Figure 1. Metal 1 (run 1).
Scale bar: 20 um.
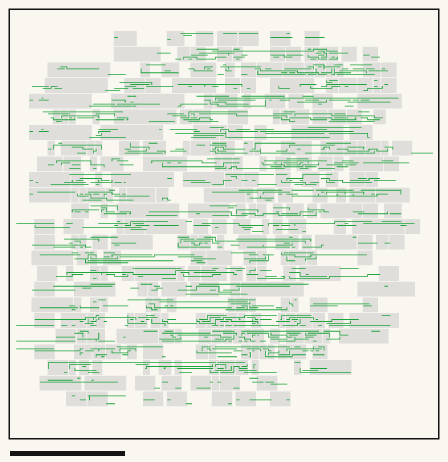
Figure 2. Met2 routing (run 1).
Scale bar: 20 um.
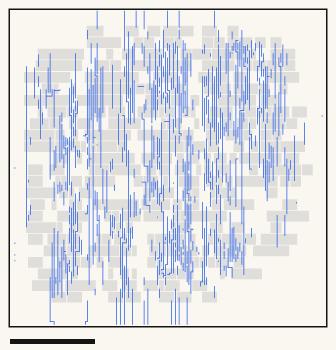
Figure 3. Met3 routing (run 1).
Scale bar: 20 um.
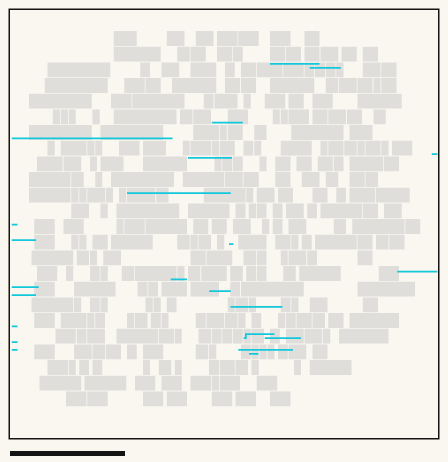
<file path="src/rtl/match_controller.sv">
// rtl/match_controller.sv - game-flow FSM: countdown, pause, elimination tracking, best-of-N scoring
// Moore outputs are decoded from the registered state, so every response lags its cause by one cycle.
module match_controller #(
  parameter int NUM_PLAYERS       = 2,
  parameter int ROUND_SECONDS     = 60,
  parameter int COUNTDOWN_SECONDS = 3,
  parameter int ROUNDS_TO_WIN     = 2,
  localparam int PID_W            = (NUM_PLAYERS > 2) ? $clog2(NUM_PLAYERS) : 1
) (
  input  logic                   clk,
  input  logic                   reset,
  input  logic                   enterPressed,
  input  logic                   pausePressed,
  input  logic                   one_sec,
  input  logic [NUM_PLAYERS-1:0] playerLose,
  output logic                   hideMap,
  output logic                   runEn,
  output logic                   randomPick,
  output logic                   pickMap,
  output logic                   paused,
  output logic                   showEnd,
  output logic                   roundEnd,
  output logic                   winnerValid,
  output logic [PID_W-1:0]       winnerId,
  output logic                   drawFlag,
  output logic [3:0]             roundIdx,
  output logic [3:0]             counter_tens,
  output logic [3:0]             counter_ones
);

  localparam int SEC_W = $clog2(100);
  localparam logic [SEC_W-1:0] CD_LOAD  = SEC_W'(COUNTDOWN_SECONDS);
  localparam logic [SEC_W-1:0] RUN_LOAD = SEC_W'(ROUND_SECONDS);
  localparam logic [3:0]       WIN_CNT  = 4'(ROUNDS_TO_WIN);

  typedef enum logic [2:0] {
    IDLE, PICK, COUNTDOWN, RUN, PAUSE, CHANGE, ROUND_END, MATCH_END
  } state_t;

  state_t state, state_next;

  logic [SEC_W-1:0]       sec;
  logic [NUM_PLAYERS-1:0] alive;
  logic [NUM_PLAYERS-1:0] alive_next;
  logic [3:0]             score [NUM_PLAYERS];
  logic [3:0]             round_idx;
  logic                   winner_valid;
  logic                   draw;
  logic [PID_W-1:0]       winner_id;

  logic [3:0]             alive_cnt;
  logic [PID_W-1:0]       win_idx;
  logic                   load_cd, load_run, dec_sec;
  logic                   new_round, clear_winner, end_round, update_alive, clear_match;
  logic                   match_won;
  logic [SEC_W-1:0]       shown;

  always_ff @(posedge clk) begin
    if (reset) state <= IDLE;
    else       state <= state_next;
  end

  // Survivors after this cycle's losses; win_idx is only meaningful when exactly one remains.
  always_comb begin
    alive_next = alive & ~playerLose;
    alive_cnt  = '0;
    win_idx    = '0;
    for (int i = 0; i < NUM_PLAYERS; i++) begin
      if (alive_next[i]) begin
        alive_cnt = alive_cnt + 4'd1;
        win_idx   = PID_W'(i);
      end
    end
  end

  assign match_won = winner_valid && (score[winner_id] == WIN_CNT);

  always_comb begin
    state_next   = state;
    load_cd      = 1'b0;
    load_run     = 1'b0;
    dec_sec      = 1'b0;
    new_round    = 1'b0;
    clear_winner = 1'b0;
    end_round    = 1'b0;
    update_alive = 1'b0;
    clear_match  = 1'b0;
    hideMap      = 1'b0;
    runEn        = 1'b0;
    randomPick   = 1'b0;
    pickMap      = 1'b0;
    paused       = 1'b0;
    showEnd      = 1'b0;
    roundEnd     = 1'b0;
    case (state)
      IDLE: begin
        hideMap = 1'b1;
        if (enterPressed) begin
          state_next   = PICK;
          new_round    = 1'b1;
          clear_winner = 1'b1;
        end
      end
      PICK: begin
        hideMap    = 1'b1;
        randomPick = 1'b1;
        load_cd    = 1'b1;
        state_next = COUNTDOWN;
      end
      COUNTDOWN: begin
        if (one_sec) begin
          if (sec == 7'd1) begin
            load_run   = 1'b1;
            state_next = RUN;
          end else begin
            dec_sec = 1'b1;
          end
        end
      end
      RUN: begin
        runEn        = 1'b1;
        update_alive = 1'b1;
        if (alive_cnt <= 4'd1) begin
          end_round  = 1'b1;
          state_next = ROUND_END;
        end else if (one_sec) begin
          if (sec == 7'd1) state_next = CHANGE;
          else             dec_sec    = 1'b1;
        end else if (pausePressed) begin
          state_next = PAUSE;
        end
      end
      PAUSE: begin
        paused = 1'b1;
        if (pausePressed) state_next = RUN;
      end
      CHANGE: begin
        hideMap    = 1'b1;
        pickMap    = 1'b1;
        load_run   = 1'b1;
        state_next = RUN;
      end
      ROUND_END: begin
        roundEnd = 1'b1;
        hideMap  = 1'b1;
        if (match_won) begin
          state_next = MATCH_END;
        end else if (enterPressed) begin
          state_next = PICK;
          new_round  = 1'b1;
        end
      end
      MATCH_END: begin
        showEnd = 1'b1;
        if (enterPressed) begin
          state_next  = IDLE;
          clear_match = 1'b1;
        end
      end
      default: state_next = IDLE;
    endcase
  end

  always_ff @(posedge clk) begin
    if (reset) begin
      sec          <= '0;
      alive        <= '1;
      round_idx    <= '0;
      winner_valid <= 1'b0;
      draw         <= 1'b0;
      winner_id    <= '0;
      for (int i = 0; i < NUM_PLAYERS; i++) score[i] <= '0;
    end else begin
      if (load_cd)       sec <= CD_LOAD;
      else if (load_run) sec <= RUN_LOAD;
      else if (dec_sec)  sec <= sec - 7'd1;

      if (update_alive) alive <= alive_next;

      if (new_round) begin
        alive <= '1;
        draw  <= 1'b0;
        if (round_idx != 4'd15) round_idx <= round_idx + 4'd1;
      end
      if (clear_winner) winner_valid <= 1'b0;

      if (end_round) begin
        if (alive_cnt == 4'd1) begin
          winner_id    <= win_idx;
          winner_valid <= 1'b1;
          draw         <= 1'b0;
          if (score[win_idx] != WIN_CNT) score[win_idx] <= score[win_idx] + 4'd1;
        end else begin
          draw         <= 1'b1;
          winner_valid <= 1'b0;
        end
      end

      if (clear_match) begin
        round_idx <= '0;
        for (int i = 0; i < NUM_PLAYERS; i++) score[i] <= '0;
      end
    end
  end

  assign winnerValid = winner_valid || (state == MATCH_END);
  assign winnerId    = winner_id;
  assign drawFlag    = draw;
  assign roundIdx    = round_idx;

  always_comb begin
    shown = '0;
    if (state == COUNTDOWN || state == RUN || state == PAUSE || state == CHANGE) shown = sec;
    counter_tens = 4'(shown / 7'd10);
    counter_ones = 4'(shown % 7'd10);
  end

endmodule

</file>
<file path="config.mk">
export PLATFORM = sky130hd
export DESIGN_NAME = match_controller
export DESIGN_NICKNAME = d
export VERILOG_FILES = /design/src/rtl/match_controller.sv
export SDC_FILE = /design/constraint.sdc
export NUM_CORES = 1
export LEC_CHECK = 0
export CORE_MARGIN = 3
export CORE_UTILIZATION = 45
export CTS_BUF_LIST = sky130_fd_sc_hd__clkbuf_4 sky130_fd_sc_hd__clkbuf_8 sky130_fd_sc_hd__clkbuf_16
export CTS_CLUSTER_SIZE = 8
export DETAILED_ROUTE_END_ITERATION = 7
export PLACE_DENSITY = 0.7
export SETUP_SLACK_MARGIN = 0.3
export SKIP_LAST_GASP = 1
export SLEW_MARGIN = 10
export SYNTH_ARGS = -nofsm -noshare
export SYNTH_HDL_FRONTEND = slang
export SYNTH_SLANG_ARGS = --single-unit
export TNS_END_PERCENT = 20
</file>
<file path="constraint.sdc">
create_clock -name clk -period 4.1 [get_ports clk]
set_input_delay 0.615 -clock clk [delete_from_list [all_inputs] [get_ports clk]]
set_output_delay 0.615 -clock clk [all_outputs]
set_load 0.02 [all_outputs]
</file>
==> results.sh, run 1 <==
# physical design summary
export IMPL_status="complete, but fails checks"
export IMPL_violations="negative setup slack"
export IMPL_grt_pass1_vias=1944
export IMPL_drive_above_1_share_pct=22.4
export IMPL_holdCritPathClass="flop to flop"
export IMPL_timing_fmax_mhz=234
export IMPL_avgSynthCellArea_um2=8.08
export IMPL_yosysTopAreaCell="dfxtp_1"
export IMPL_placed_cells=357
export IMPL_edf_count=8
export IMPL_gp_congestion=0.920
export IMPL_drc=0
export IMPL_end_kind="output port"
export IMPL_antenna_found_initial=0
export IMPL_drt_iter0_drc=121
export IMPL_synthesis_nets=276
export IMPL_ff_type="dfxtp_1"
export IMPL_n_fill_cell=397
export IMPL_drt_pre_antenna_iters=5
export IMPL_layout_top_cells="buf_4, nor2_1, clkdlybuf4s50_1"
export IMPL_numCtsBuffers=3
export IMPL_fin_ws_ns=-0.175
export IMPL_slew_headroom_pct=60.7
export IMPL_log_warning_count=31
export IMPL_ys_seq_share_pct=30.5
export IMPL_finalHoldViolations=0
export IMPL_finalClockPeriodUsage_pct=104
export IMPL_setup_viol=4
export IMPL_final_cells=365
export IMPL_crit_start="state[2]"
export IMPL_grt_usage_pct=20.0
export IMPL_synthesis_area_um2=2100
export IMPL_port_buffers=28
export IMPL_rows=24
export IMPL_finalCriticalPeriod_ns=4.28
export IMPL_lay_top_count="buf_4"
export IMPL_grt_pass1_wl_mm=8.78
export IMPL_clock_sinks=28
export IMPL_p_leak_uw=0.00117
export IMPL_dp_worst_setup_slack_ns=-0.451
export IMPL_worstPathArrival_ns=3.66
export IMPL_syn_inst=260
export IMPL_ys_area_um2=2100
About Figure 1:
share of all routed wire: 47%
main direction: horizontal
longest straight run: 31.7 um
met1 Usage GRT: 26.7%
via count: 2057
WL final: 5.13 mm

About Figure 2:
longest straight run: 37.7 um
main direction: vertical
GR Layer Usage met2: 34.0%

About Figure 3:
wire length on this layer: 131 um
main direction: horizontal
met3 usage: 2.97%

-- run 1: path summary, 6_finish.rpt --
path	endpoint	slack, ns	cells past startpoint
worst max-delay path	counter_ones[2]	-0.18	16
worst min-delay path	alive[1]	0.45	2
worst max register to register	roundIdx[1]	1.77	7
worst min register to register	alive[1]	0.45	2
-- run 1: metal layers --
metal  up-vias  track usage (%)  routed length [um]
li1       1046                -                   -
met1       973             26.7                2430
met2        33             34.0                2530
met3         5             2.97                 130
met4         0             4.94                  41
met5         -                0                   0
-- run 1: synth_stat cells (6+ instances only) --
library cell	instances
xnor2_1	6
edfxtp_1	8
clkbuf_1	6
nor2_1	31
xor2_1	7
nand2_1	25
inv_1	13
nor3_1	12
dfxtp_1	20
ha_1	9
a21oi_1	21
nand3_1	7
a31oi_1	6
mux2i_1	10
nor2b_1	6
-- run 1: state kept, by name (all words and copies together) (netlist names), named ones only --
name,flops
sec,7
score,8
winnerId,1
alive,2
state,3
winner_valid,1
roundIdx,4
drawFlag,1
-- run 1: area by class of cell --
class | count | area (um2) | share of cell area [%]
clock buffers | 3 | 41.3 | 1.45
clock inverters | 1 | 30.0 | 1.05
inverters | 13 | 48.8 | 1.71
multi-input cells | 207 | 1500 | 52.4
flip-flops and latches | 28 | 648 | 22.7
well taps | 52 | 65.1 | 2.28
repair buffers | 61 | 526 | 18.4
-- run 1: power breakdown --
group          switching [uW]  internal (uW)
registers                48.4            327
clock network            88.0            131
logic                     389            304
-- run 1: per-stage QoR --
stage	instance area, um2	hold slack [ns]
2_1_floorplan	2220	0.413
3_3_place_gp	2700	0.425
3_5_place_dp	2700	0.433
4_1_cts	2820	0.450
5_1_grt	2860	0.468
6_report	2860	0.447
-- run 1: cell families after synthesis --
kind of cell | count (synthesis) | share of synthesized area [%]
fa+ha+maj | 9 | 5.36
buf+inv | 25 | 5.42
mux | 11 | 5.30
flops | 28 | 30.5
simple gates | 110 | 26.3
xor+xnor | 13 | 5.42
compound gates | 64 | 21.7
-- run 1: critical path: stages, from the launching register on --
cell and delay [ns]:
dfxtp_4 0.37, xor2_4 0.18, and2_4 0.15, ha_4 0.16
o21ai_4 0.17, xnor2_2 0.10, nand2_2 0.10, ha_4 0.19
o211ai_1 0.14, a221o_1 0.41, o311a_4 0.34, ha_4 0.19
o31ai_4 0.05, a31oi_1 0.12, o211ai_2 0.31, mux2i_4 0.28
buf_6 0.13
-- run 1: timing repair --
action,in CTS,in global routing
setup buffers,3,1
gates resized,22,3
hold buffers,0,0
endpoints found under the setup margin,5,5
pin swaps,12,12
--- run 2 (diff from run 1) ---
--- a/config.mk
+++ b/config.mk
@@ -11,8 +11,8 @@
 export CTS_CLUSTER_SIZE = 8
 export DETAILED_ROUTE_END_ITERATION = 7
 export PLACE_DENSITY = 0.7
+export REMOVE_ABC_BUFFERS = 1
 export SETUP_SLACK_MARGIN = 0.3
-export SKIP_LAST_GASP = 1
 export SLEW_MARGIN = 10
 export SYNTH_ARGS = -nofsm -noshare
 export SYNTH_HDL_FRONTEND = slang
Figure 4. Metal 1 (run 2).
Scale bar: 20 um.
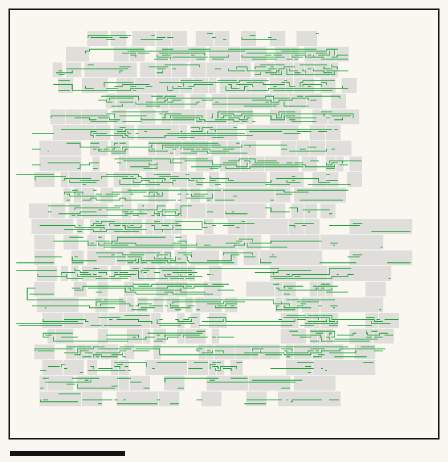
nets with wire on the layer: 321
wire length on this layer: 2700 um
main direction: horizontal
share of all routed wire: 48%
met1 Usage GRT: 31.0%
via count: 2146
WL final: 5.59 mm

==> run 2 against run 1 <==
  * The flow still finishes with violations (negative setup slack)
  * Synthesized cell count did not move
  * First-iteration DRC count rose by 33%
  * Cell count rose by 4.1%
  * Combinational power rose by 6.8%
  * Clock power barely moved
  * Power rose by 3.4%
  * Clock-buffer cell count did not move
  * Area after synthesis did not move
  * Critical path depth rose by 2
  * Register-to-register slack got worse by 0.03 ns
  * Global-route usage rose by 1.7 points
  * Largest power group unchanged
==> results.sh, run 2 <==
# physical design summary
export IMPL_wl_met1_mm=2.70
export IMPL_holdCritPathClass="flop to flop"
export IMPL_common_cells="nor2_1, nand2_1, a21oi_1, dfxtp_1, inv_1"
export IMPL_port_buffers=28
export IMPL_ys_seq_share_pct=30.5
export IMPL_drt_pre_antenna_iters=4
export IMPL_n_fill_cell=359
export IMPL_wl_met2_mm=2.64
export IMPL_switching_share_pct=40.3
export IMPL_yosysTopAreaCell="dfxtp_1"
export IMPL_grt_usage_pct=21.6
export IMPL_largest_reg_flops=8
export IMPL_grt_pass1_vias=2081
export IMPL_finalHoldViolations=0
export IMPL_clkPwrFrac_pct=16.3
export IMPL_finalCriticalPeriod_ns=4.24
export IMPL_timing_fmax_mhz=236
export IMPL_r2r_slack_ns=1.74
export IMPL_ys_area_um2=2100
export IMPL_grt_pass1_wl_mm=9.47
export IMPL_whs_ns=0.451
export IMPL_rows=24
export IMPL_finalClockPeriodUsage_pct=104
export IMPL_syn_inst=260
export IMPL_setup_viol=3
export IMPL_status="complete, but fails checks"
export IMPL_dp_worst_setup_slack_ns=-0.486
export IMPL_layout_top_cells="buf_4, nor2_1, nand2_1, clkdlybuf4s50_1, a21oi_1"
export IMPL_crit_chain="xor2_4 -> and2_4 -> ha_4 -> o21ai_4 -> xnor2_2 -> nand2_2 -> ha_4 -> o211ai_1 -> a221o_1 -> buf_6 -> nand4_1 -> o311a_4 -> ha_4 -> o31ai_2 -> a31oi_1 -> o211ai_2 -> mux2i_1 -> buf_4"
export IMPL_fin_ws_ns=-0.144
export IMPL_final_cells=380
export IMPL_placed_area_um2=2640
export IMPL_logic_area_um2=1480
export IMPL_end_kind="output port"
export IMPL_top_register="score"
export IMPL_drc=0
export IMPL_violations="negative setup slack"
export IMPL_p_int_uw=794
export IMPL_drive_above_1_share_pct=26.5
export IMPL_top_cell="nor2_1"
export IMPL_crit_path_frequent_cell="ha_4"
Figure 5. Met3 routing (run 2).
Scale bar: 20 um.
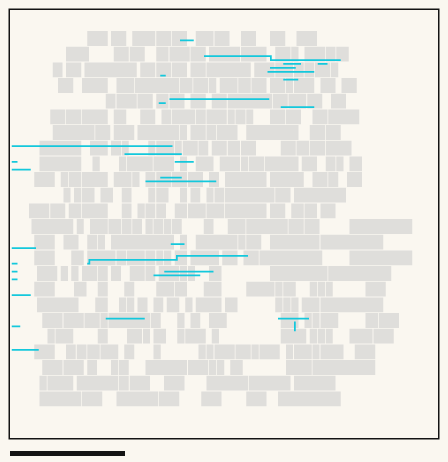
nets with wire on the layer: 29
wire length on this layer: 203 um
main direction: horizontal
longest straight run: 27.6 um
met3 usage: 3.65%

[run 2: metrics by stage]
| step | power, uW | utilization [%] |
|---|---|---|
| 5_1_grt | 1420 | 66.4 |
| 2_1_floorplan | 757 | - |
| 3_3_place_gp | 1000 | 59.5 |
| 4_1_cts | 1290 | 64.9 |
| 3_5_place_dp | 1010 | 59.5 |
| 6_report | 1330 | 66.4 |
[run 2: area by class of cell]
cell class	count	area share, %
Clock buffer	3	1.40
Clock inverter	1	1.02
Inverter	13	1.65
Multi-Input combinational cell	207	50.1
Sequential cell	28	22.0
Tap cell	52	2.20
Timing Repair Buffer	76	21.6
[run 2: power by group through the flow]
stage / Sequential (uW) / Clock (uW) / Combinational (uW)
5_1_grt: 382 / 233 / 808
2_1_floorplan: 403 / 0 / 355
3_5_place_dp: 371 / 0 / 640
4_1_cts: 368 / 223 / 701
6_report: 374 / 216 / 740
3_3_place_gp: 370 / 0 / 634
[run 2: cell families after synthesis]
logic type	share of synthesized area [%]
and+or+nand+nor	26.3
AOI/OAI and AO/OA	21.7
DFF	30.5
buffers and inverters	5.42
xor gates and xnor gates	5.42
muxes	5.30
adders and majority gates	5.36
[run 2: what timing repair did]
| item | CTS | global route |
|---|---|---|
| hold buffers | 0 | 0 |
| resized | 40 | 15 |
| buffers inserted | 12 | 1 |
| pin swaps | 16 | 11 |
| endpoints found under the setup margin | 6 | 6 |
[run 2: worst paths after layout]
path,cells after the start,startpoint,end
worst max-delay path,18,state[1],counter_ones[2]
worst min-delay path,2,alive[1],alive[1]
worst max register to register,7,score[0][0],roundIdx[1]
worst min register to register,2,alive[1],alive[1]
[run 2: critical path, delay by kind of cell, from the launching register on]
kind | cells | cell delay (ns)
AND-OR/OR-AND | 7 | 1.27
XOR/XNOR | 2 | 0.33
adder cells (fa/ha/maj) | 3 | 0.52
buffers and inverters | 2 | 0.29
flip-flops | 1 | 0.37
multiplexers | 1 | 0.22
AND/OR/NAND/NOR | 3 | 0.35
[run 2: routing by layer]
layer,up-vias,global-route usage [%]
met2,51,34.4
met3,6,3.65
met4,0,4.15
met1,1011,31.0
li1,1078,-
met5,-,0
--- run 3 (diff from run 2) ---
--- a/config.mk
+++ b/config.mk
@@ -8,12 +8,10 @@
 export CORE_MARGIN = 3
 export CORE_UTILIZATION = 45
 export CTS_BUF_LIST = sky130_fd_sc_hd__clkbuf_4 sky130_fd_sc_hd__clkbuf_8 sky130_fd_sc_hd__clkbuf_16
-export CTS_CLUSTER_SIZE = 8
 export DETAILED_ROUTE_END_ITERATION = 7
 export PLACE_DENSITY = 0.7
 export REMOVE_ABC_BUFFERS = 1
 export SETUP_SLACK_MARGIN = 0.3
-export SLEW_MARGIN = 10
 export SYNTH_ARGS = -nofsm -noshare
 export SYNTH_HDL_FRONTEND = slang
 export SYNTH_SLANG_ARGS = --single-unit
Figure 6. Met3 routing (run 3).
Scale bar: 20 um.
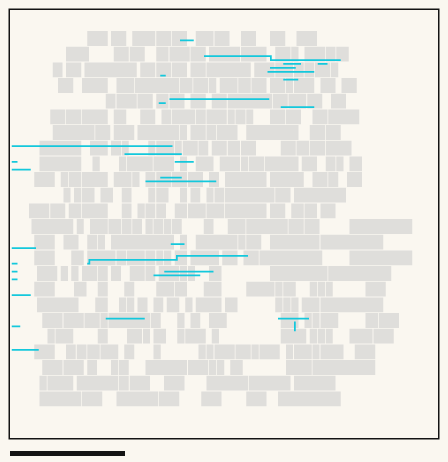

==> run 3 against run 2 <==
  * The run still ends with negative setup slack left
  * Setup slack did not move
  * Power did not move
  * Synthesized cell count did not move
  * Wire length did not move
  * Utilization did not move
  * Worst hold slack did not move
  * Maximum frequency did not move
  * Non-clock buffer count did not move
  * Sequential cell count did not move
  * First-iteration DRC count did not move
  * Highest routed layer unchanged
==> results.sh, run 3 <==
# physical design summary
export IMPL_vias=2146
export IMPL_logic_area_um2=1480
export IMPL_grt_pass1_wl_mm=9.47
export IMPL_drive_above_1_share_pct=26.5
export IMPL_r2r_start="score[0][0]"
export IMPL_r2r_slack_ns=1.74
export IMPL_r2r_cells=7
export IMPL_fin_ws_ns=-0.144
export IMPL_whs_ns=0.451
export IMPL_finalClockPeriodUsage_pct=104
export IMPL_crit_chain="xor2_4 -> and2_4 -> ha_4 -> o21ai_4 -> xnor2_2 -> nand2_2 -> ha_4 -> o211ai_1 -> a221o_1 -> buf_6 -> nand4_1 -> o311a_4 -> ha_4 -> o31ai_2 -> a31oi_1 -> o211ai_2 -> mux2i_1 -> buf_4"
export IMPL_top_cell="nor2_1"
export IMPL_grt_pass1_vias=2081
export IMPL_finalCriticalPeriod_ns=4.24
export IMPL_drc=0
export IMPL_violations="negative setup slack"
export IMPL_crit_path_frequent_cell="ha_4"
export IMPL_setup_viol=3
export IMPL_ys_seq_share_pct=30.5
export IMPL_grt_usage_pct=21.6
export IMPL_layout_top_cells="buf_4, nor2_1, nand2_1, clkdlybuf4s50_1, a21oi_1"
export IMPL_status="complete, but fails checks"
export IMPL_syn_inst=260
export IMPL_yosysTopAreaCell="dfxtp_1"
export IMPL_hp_start="alive[1]"
export IMPL_wirelength_mm=5.59
export IMPL_common_cells="nor2_1, nand2_1, a21oi_1, dfxtp_1, inv_1"
Figure 7. I/O pins on the die edge (run 3).
Scale bar: 20 um. Pins as bars across the die edge, other pins in grey.
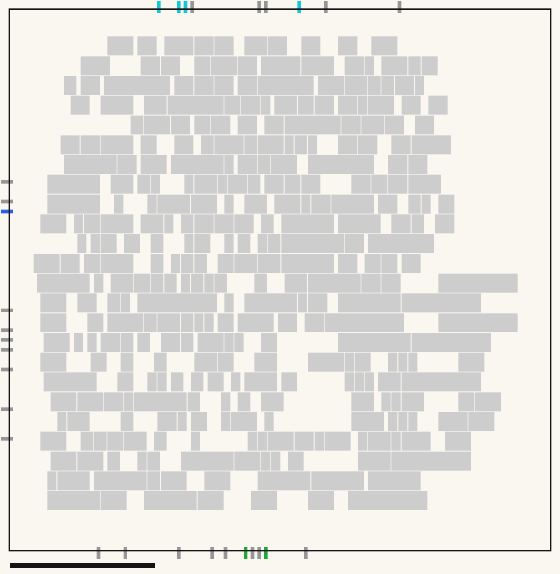
[`playerLose`] green | pins: 2 | direction: input | edge: bottom
[`reset`] blue | pins: 1 | direction: input | edge: left
[`counter_ones`] cyan | pins: 4 | direction: output | edge: top
all pins by edge: 10 left, 10 bottom, 9 top
Horiz. Die Dim: 74.3 um
port buffer count: 28
Die Height: 74.3 um

-- run 3: critical path, delay by kind of cell, from the launching register on --
family          cells  cell delay, ns
flops               1            0.37
xor+xnor            2            0.33
fa+ha+maj           3            0.52
compound gates      7            1.27
mux                 1            0.22
simple gates        3            0.35
buf+inv             2            0.29
-- run 3: logic make-up after synthesis --
logic type / share of synthesized area, %
AND/OR/NAND/NOR: 26.3
XOR/XNOR: 5.42
AND-OR/OR-AND: 21.7
flip-flops: 30.5
multiplexers: 5.30
adder cells (fa/ha/maj): 5.36
buffers and inverters: 5.42
-- run 3: worst max path at each step --
stage,endpoint,startpoint,slack (ns)
2_1_floorplan,counter_ones[2],state[2],-0.68
3_3_place_gp,counter_ones[2],state[1],-0.35
6_report,counter_ones[2],state[1],-0.14
4_1_cts,counter_ones[2],state[2],-0.13
5_1_grt,counter_ones[2],state[1],-0.31
3_5_place_dp,counter_ones[2],state[2],-0.49
-- run 3: per-stage QoR --
| step | total power, uW | setup TNS [ns] |
|---|---|---|
| final | 1330 | -0.307 |
| after global routing | 1420 | -0.953 |
| after CTS | 1290 | -0.241 |
| after detailed placement | 1010 | -1.47 |
| after global placement | 1000 | -0.978 |
| after floorplan | 757 | -1.44 |
-- run 3: where the power goes --
| part | internal [uW] | switching [uW] |
|---|---|---|
| Clock | 131 | 85.6 |
| Combinational | 336 | 403 |
| Sequential | 327 | 47.3 |
| Total | 794 | 536 |
-- run 3: repair_timing --
| action | CTS | global route |
|---|---|---|
| endpoints found under the setup margin | 6 | 6 |
| gates resized | 40 | 15 |
| pin swaps | 16 | 11 |
| hold buffers | 0 | 0 |
| setup buffers | 12 | 1 |
-- run 3: area by class of cell --
cell class / instances / share of cell area (%)
multi-input cells: 207 / 50.1
flip-flops and latches: 28 / 22.0
repair buffers: 76 / 21.6
well taps: 52 / 2.20
inverters: 13 / 1.65
clock buffers: 3 / 1.40
clock inverters: 1 / 1.02
-- run 3: routing by layer --
| metal | vias up | wire length (um) | GRT usage (%) |
|---|---|---|---|
| li1 | 1078 | - | - |
| met3 | 6 | 202 | 3.65 |
| met4 | 0 | 55 | 4.15 |
| met5 | - | 0 | 0 |
| met2 | 51 | 2640 | 34.4 |
| met1 | 1011 | 2700 | 31.0 |
No activity file was given, so power comes from the tool's default toggle rates.
